**config.mk**
```make
export PLATFORM = sky130hd
export DESIGN_NAME = mdr_gearbox
export DESIGN_NICKNAME = d
export VERILOG_FILES = /design/src/rtl/mdr_gearbox.sv
export SDC_FILE = /design/constraint.sdc
export NUM_CORES = 1
export LEC_CHECK = 0
export CELL_PAD_IN_SITES_DETAIL_PLACEMENT = 1
export CELL_PAD_IN_SITES_GLOBAL_PLACEMENT = 2
export CORE_MARGIN = 2
export CORE_UTILIZATION = 25
export DETAILED_ROUTE_END_ITERATION = 10
export HOLD_SLACK_MARGIN = 0.12
export PLACE_DENSITY_LB_ADDON = 0.1
export SLEW_MARGIN = 20
export SYNTH_ARGS = -nofsm -noshare
export SYNTH_HDL_FRONTEND = slang
export SYNTH_SLANG_ARGS = --single-unit
```
**constraint.sdc**
```tcl
create_clock -name clk -period 1.99 [get_ports clk]
set_input_delay 0.4975 -clock clk [delete_from_list [all_inputs] [get_ports clk]]
set_output_delay 0.4975 -clock clk [all_outputs]
set_load 0.05 [all_outputs]
```
**src/rtl/mdr_gearbox.sv**
```systemverilog
// rtl/mdr_gearbox.sv - memory data register gearbox between a narrow beat bus and a CPU word
//
// Ports:
//   clk, reset_n            clock, asynchronous active-low reset
//   en[NBEATS]              one-hot manual lane write (IDLE only), data from mem_rdata
//   start_load              assemble NBEATS beats from mem_rdata/mem_rvalid into register
//   start_store, st_word    serialise st_word onto mem_wdata/mem_wvalid/mem_wready
//   abort                   cancel the current LOAD/STORE, no done pulse
//   register                assembled / held word
//   busy, done, beat_idx    transfer status, one-cycle completion pulse, beat counter
module mdr_gearbox #(
    parameter int WORD_W    = 16,
    parameter int BEAT_W    = 4,
    parameter int MSB_FIRST = 1,
    localparam int NBEATS   = WORD_W / BEAT_W,
    localparam int CW       = $clog2(NBEATS)
) (
    input  logic              clk,
    input  logic              reset_n,
    input  logic [NBEATS-1:0] en,
    input  logic              start_load,
    input  logic              start_store,
    input  logic [WORD_W-1:0] st_word,
    input  logic              abort,
    input  logic [BEAT_W-1:0] mem_rdata,
    input  logic              mem_rvalid,
    output logic [BEAT_W-1:0] mem_wdata,
    output logic              mem_wvalid,
    input  logic              mem_wready,
    output logic [WORD_W-1:0] register,
    output logic              busy,
    output logic              done,
    output logic [CW-1:0]     beat_idx
);

    typedef enum logic [1:0] {
        IDLE  = 2'd0,
        LOAD  = 2'd1,
        STORE = 2'd2
    } state_t;

    state_t state;

    // Lane occupied by beat k.
    function automatic int lane_pos(input logic [CW-1:0] k);
        return (MSB_FIRST != 0) ? (NBEATS - 1 - int'(k)) : int'(k);
    endfunction

    logic last_beat;
    logic en_onehot;

    assign last_beat  = (beat_idx == CW'(NBEATS - 1));
    // Multi-lane or empty enables are ignored so no partial multi-lane writes happen.
    assign en_onehot  = (en != '0) && ((en & (en - NBEATS'(1))) == '0);

    assign busy       = (state != IDLE);
    assign mem_wvalid = (state == STORE);
    assign mem_wdata  = register[lane_pos(beat_idx)*BEAT_W +: BEAT_W];

    always_ff @(posedge clk or negedge reset_n) begin
        if (!reset_n) begin
            state    <= IDLE;
            register <= '0;
            beat_idx <= '0;
            done     <= 1'b0;
        end else begin
            done <= 1'b0;
            case (state)
                IDLE: begin
                    if (start_load) begin
                        state    <= LOAD;
                        beat_idx <= '0;
                    end else if (start_store) begin
                        register <= st_word;
                        state    <= STORE;
                        beat_idx <= '0;
                    end else if (en_onehot) begin
                        for (int i = 0; i < NBEATS; i++) begin
                            if (en[i]) register[i*BEAT_W +: BEAT_W] <= mem_rdata;
                        end
                    end
                end
                LOAD: begin
                    // The beat is captured even when abort arrives with it.
                    if (mem_rvalid) begin
                        for (int i = 0; i < NBEATS; i++) begin
                            if (i == lane_pos(beat_idx)) register[i*BEAT_W +: BEAT_W] <= mem_rdata;
                        end
                    end
                    if (abort) begin
                        state    <= IDLE;
                        beat_idx <= '0;
                    end else if (mem_rvalid) begin
                        if (last_beat) begin
                            state    <= IDLE;
                            beat_idx <= '0;
                            done     <= 1'b1;
                        end else begin
                            beat_idx <= beat_idx + CW'(1);
                        end
                    end
                end
                STORE: begin
                    if (abort) begin
                        state    <= IDLE;
                        beat_idx <= '0;
                    end else if (mem_wready) begin
                        if (last_beat) begin
                            state    <= IDLE;
                            beat_idx <= '0;
                            done     <= 1'b1;
                        end else begin
                            beat_idx <= beat_idx + CW'(1);
                        end
                    end
                end
                default: begin
                    state    <= IDLE;
                    beat_idx <= '0;
                end
            endcase
        end
    end

endmodule
```
### Wiring by layer, run 1

Bar = 20 um.
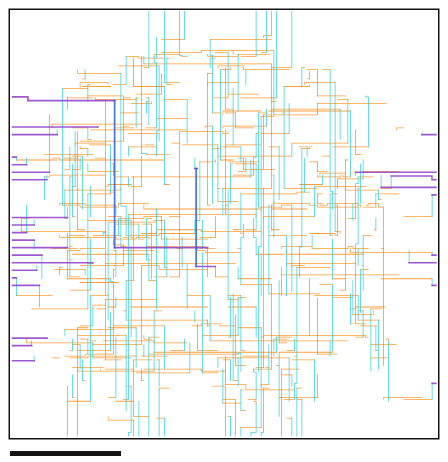
met1 -> orange  # wire length 1820 um
met4 -> blue  # wire length 44.2 um
met3 -> purple  # wire length 196 um
met2 -> cyan  # wire length 2160 um

### Clock distribution, run 1

Bar = 20 um.
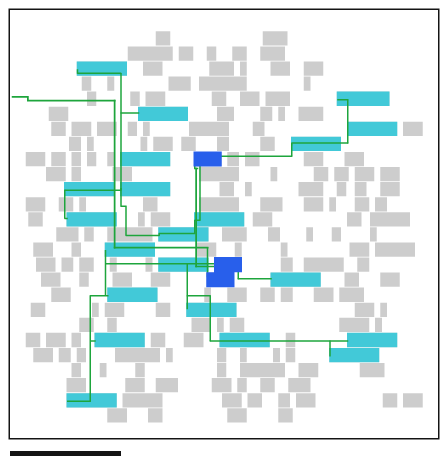
cells driving clock nets -> blue  # count 3
flip-flops -> cyan  # count 21
clock wires -> green  # length 333 um
routed clock nets = 4

### Clock routing, run 1

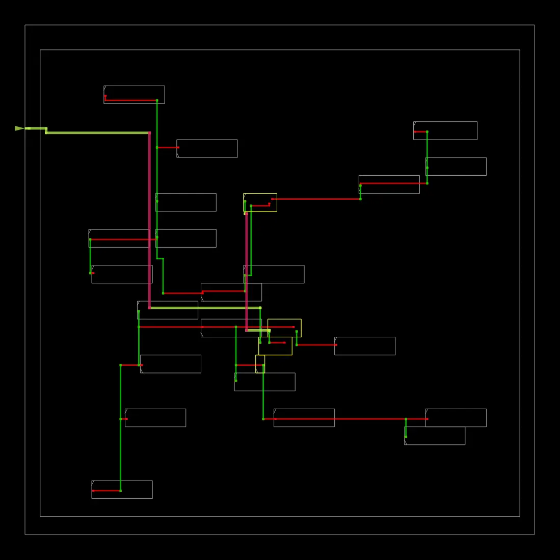
CLK BUF: 4
Latency at later pin: 0.26 ns

### Register map, names as in the netlist, run 1

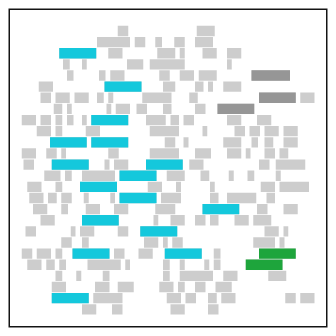
register -> cyan  # sequential cells 16
state -> green  # sequential cells 2

==> flow_summary.yaml, run 1 <==
# synthesis and place-and-route metrics
outcome:
  status: "complete, but fails checks"
  failed_checks: "negative setup slack"
critical_path:
  worstPathMaxFanout: 8
  crit_family: "multiplexers"
  endpoint_kind: "output pin"
  crit_path_end: "mem_wdata[1]"
  startpoint: "beat_idx[0]$_DFFE_PN0P_"
  worstPathCellList: "mux4_2 -> buf_6"
  arrival_ns: 1.53
  cpPeakStageDelay_ns: 0.56
drt:
  wl_met3_um: 195
  drt_first_pass_iters: 2
  highest_layer: "met4"
  wire_per_inst_um: 15.9
power_and_ir_drop:
  maxPowerGroup: "combinational cells"
  pg_seq_uw: 857
  combPwrFrac: 0.717
synth:
  common_cells: "21 x a21oi_1, 21 x dfrtp_1, 19 x inv_1"
  area_leaders: "dfrtp_1 39%, mux2i_1 12%, a21oi_1 7.8%, mux4_2 6.7%, ha_1 6.5%"
  synthArstFlopShare: 1.00
  ys_chip_area_mm2: 0.00134
  postSynthSeqShare: 0.392
  syn_area_per_cell_um2: 10.5
layout:
  regArea_um2: 527
  diodes: 0
  reg_top3: "register x16, beat_idx x2, state x2"
  final_core_utilization: 0.413
  largest_reg_flops: 16
  bufAreaShareNonClock: 0.306
final_timing:
  setup_viol: 4
  fin_ws_ns: -0.0401
  finalCritPeriodShare: 1.02
cts:
  cts_sinks: 21
  cts_setup_buffers: 1
die:
  die_area_mm2: 0.00596
global_route:
  grt_pass1_wl_mm: 7.02
==> run 1 -> run 2 <==
--- a/config.mk
+++ b/config.mk
@@ -11,7 +11,7 @@
 export CORE_UTILIZATION = 25
 export DETAILED_ROUTE_END_ITERATION = 10
 export HOLD_SLACK_MARGIN = 0.12
-export PLACE_DENSITY_LB_ADDON = 0.1
+export PLACE_DENSITY = 0.76
 export SLEW_MARGIN = 20
 export SYNTH_ARGS = -nofsm -noshare
 export SYNTH_HDL_FRONTEND = slang
### Ports around the boundary, run 2

Pins as bars across the die edge, other pins in grey.
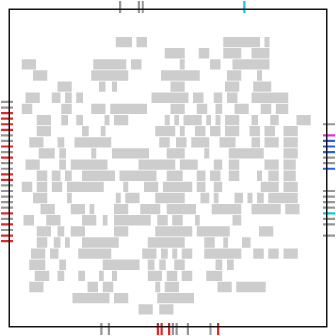
abort -> magenta  # pins 1, direction input, edge right
en -> blue  # pins 4, direction input, edge right
st_word -> red  # pins 16, direction input, edge 12 left, 4 bottom
beat_idx -> cyan  # pins 2, direction output, edge 1 top, 1 right
all pins by edge = 26 left, 16 right, 10 bottom, 4 top

==> flow_summary.yaml, run 2 <==
# synthesis and place-and-route metrics
critical_path:
  crit_family: "multiplexers"
  r2r_start: "beat_idx[0]$_DFFE_PN0P_"
  critical_path_class: "reg2out"
  worstPathMaxFanout: 5
  crit_path_end: "mem_wdata[2]"
  worstPathRequired_ns: 1.49
  cp-start-kind: "flip-flop"
  r2r_slack_ns: 0.04
  worstPathCellList: "mux4_2 -> buf_6"
  endpoint_kind: "output pin"
  cpPeakStageDelay_ns: 0.55
  startpoint: "beat_idx[0]$_DFFE_PN0P_"
  arrival_ns: 1.48
power_and_ir_drop:
  maxPowerGroup: "combinational cells"
  p_sw_mw: 2.15
  pg_seq_uw: 843
  fin_total_pwr_mw: 4.13
  leakage_nw: 0.977
  combPwrFrac: 0.725
  peakVddDrop_mv: 0.925
  power_frac_clock: 0.071
  swShare: 0.520
die:
  fp_util: 0.261
  die_area_mm2: 0.00596
  num_tap_cells: 70
  rows: 26
layout:
  comb_area_um2: 739
  final_core_utilization: 0.422
  stdcell_count: 273
  regArea_um2: 527
  diodes: 0
  n_clock_buffer: 4
  largest_reg_flops: 16
  comb_area_share: 0.341
  bufAreaShareNonClock: 0.322
  area_growth_pct: 61.9
  reg_top3: "register x16, beat_idx x2, state x2"
  n_fill_cell: 618
final_timing:
  fin_ws_ns: 0.0111
  setup_viol: 0
  finalCritPeriodShare: 0.994
drt:
  highest_layer: "met4"
  drt_first_pass_iters: 4
  totalWireLength_mm: 4.37
  wire_per_inst_um: 16.0
  dr_total_vias: 1253
  wl_met3_um: 299
cts:
  cts_setup_buffers: 5
  clock_path_buffers: 2
  clock.latency.late_pin_ns: 0.26
  cts_resized: 7
global_route:
  grt_use_met1: 0.195
  grt_pass1_wl_mm: 7.22
  grt_max_degree: 22
synth:
  top_area_cell: "dfrtp_1"
  ys_chip_area_mm2: 0.00134
  yosys.area_share.simple: 0.115
  synthArstFlopShare: 1.00
  postSynthSeqShare: 0.392
  ys_cells: 128
  common_cells: "21 x a21oi_1, 21 x dfrtp_1, 19 x inv_1"
  syn_area_per_cell_um2: 10.5
  ys.warnings.count: 0
  area_leaders: "dfrtp_1 39%, mux2i_1 12%, a21oi_1 7.8%, mux4_2 6.7%, ha_1 6.5%"
placement:
  port_buffers: 55
  place_ws_ns: -0.391
  hpwlAfterDp_mm: 3.47
  dp_cells: 262
flow_run:
  warnings: 33
outcome:
  status: "finished clean"
### Clock routing, run 2

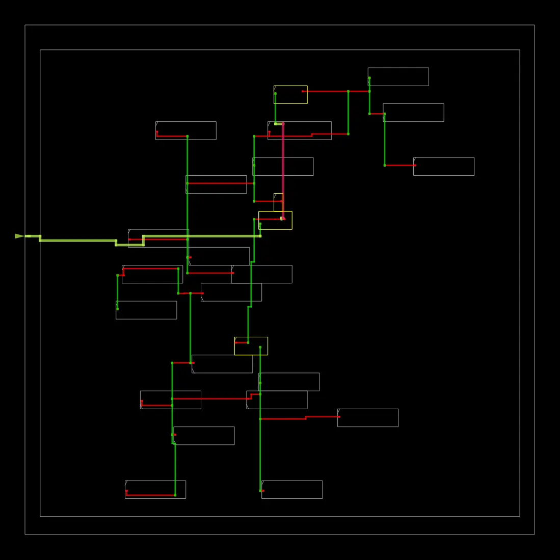
Clock Power: 292 uW
# clock sinks: 21
flip-flop and latch count: 21
total CTS buffers: 3
clk_skew: 0.00208 ns

Power and IR drop assume default switching activity.
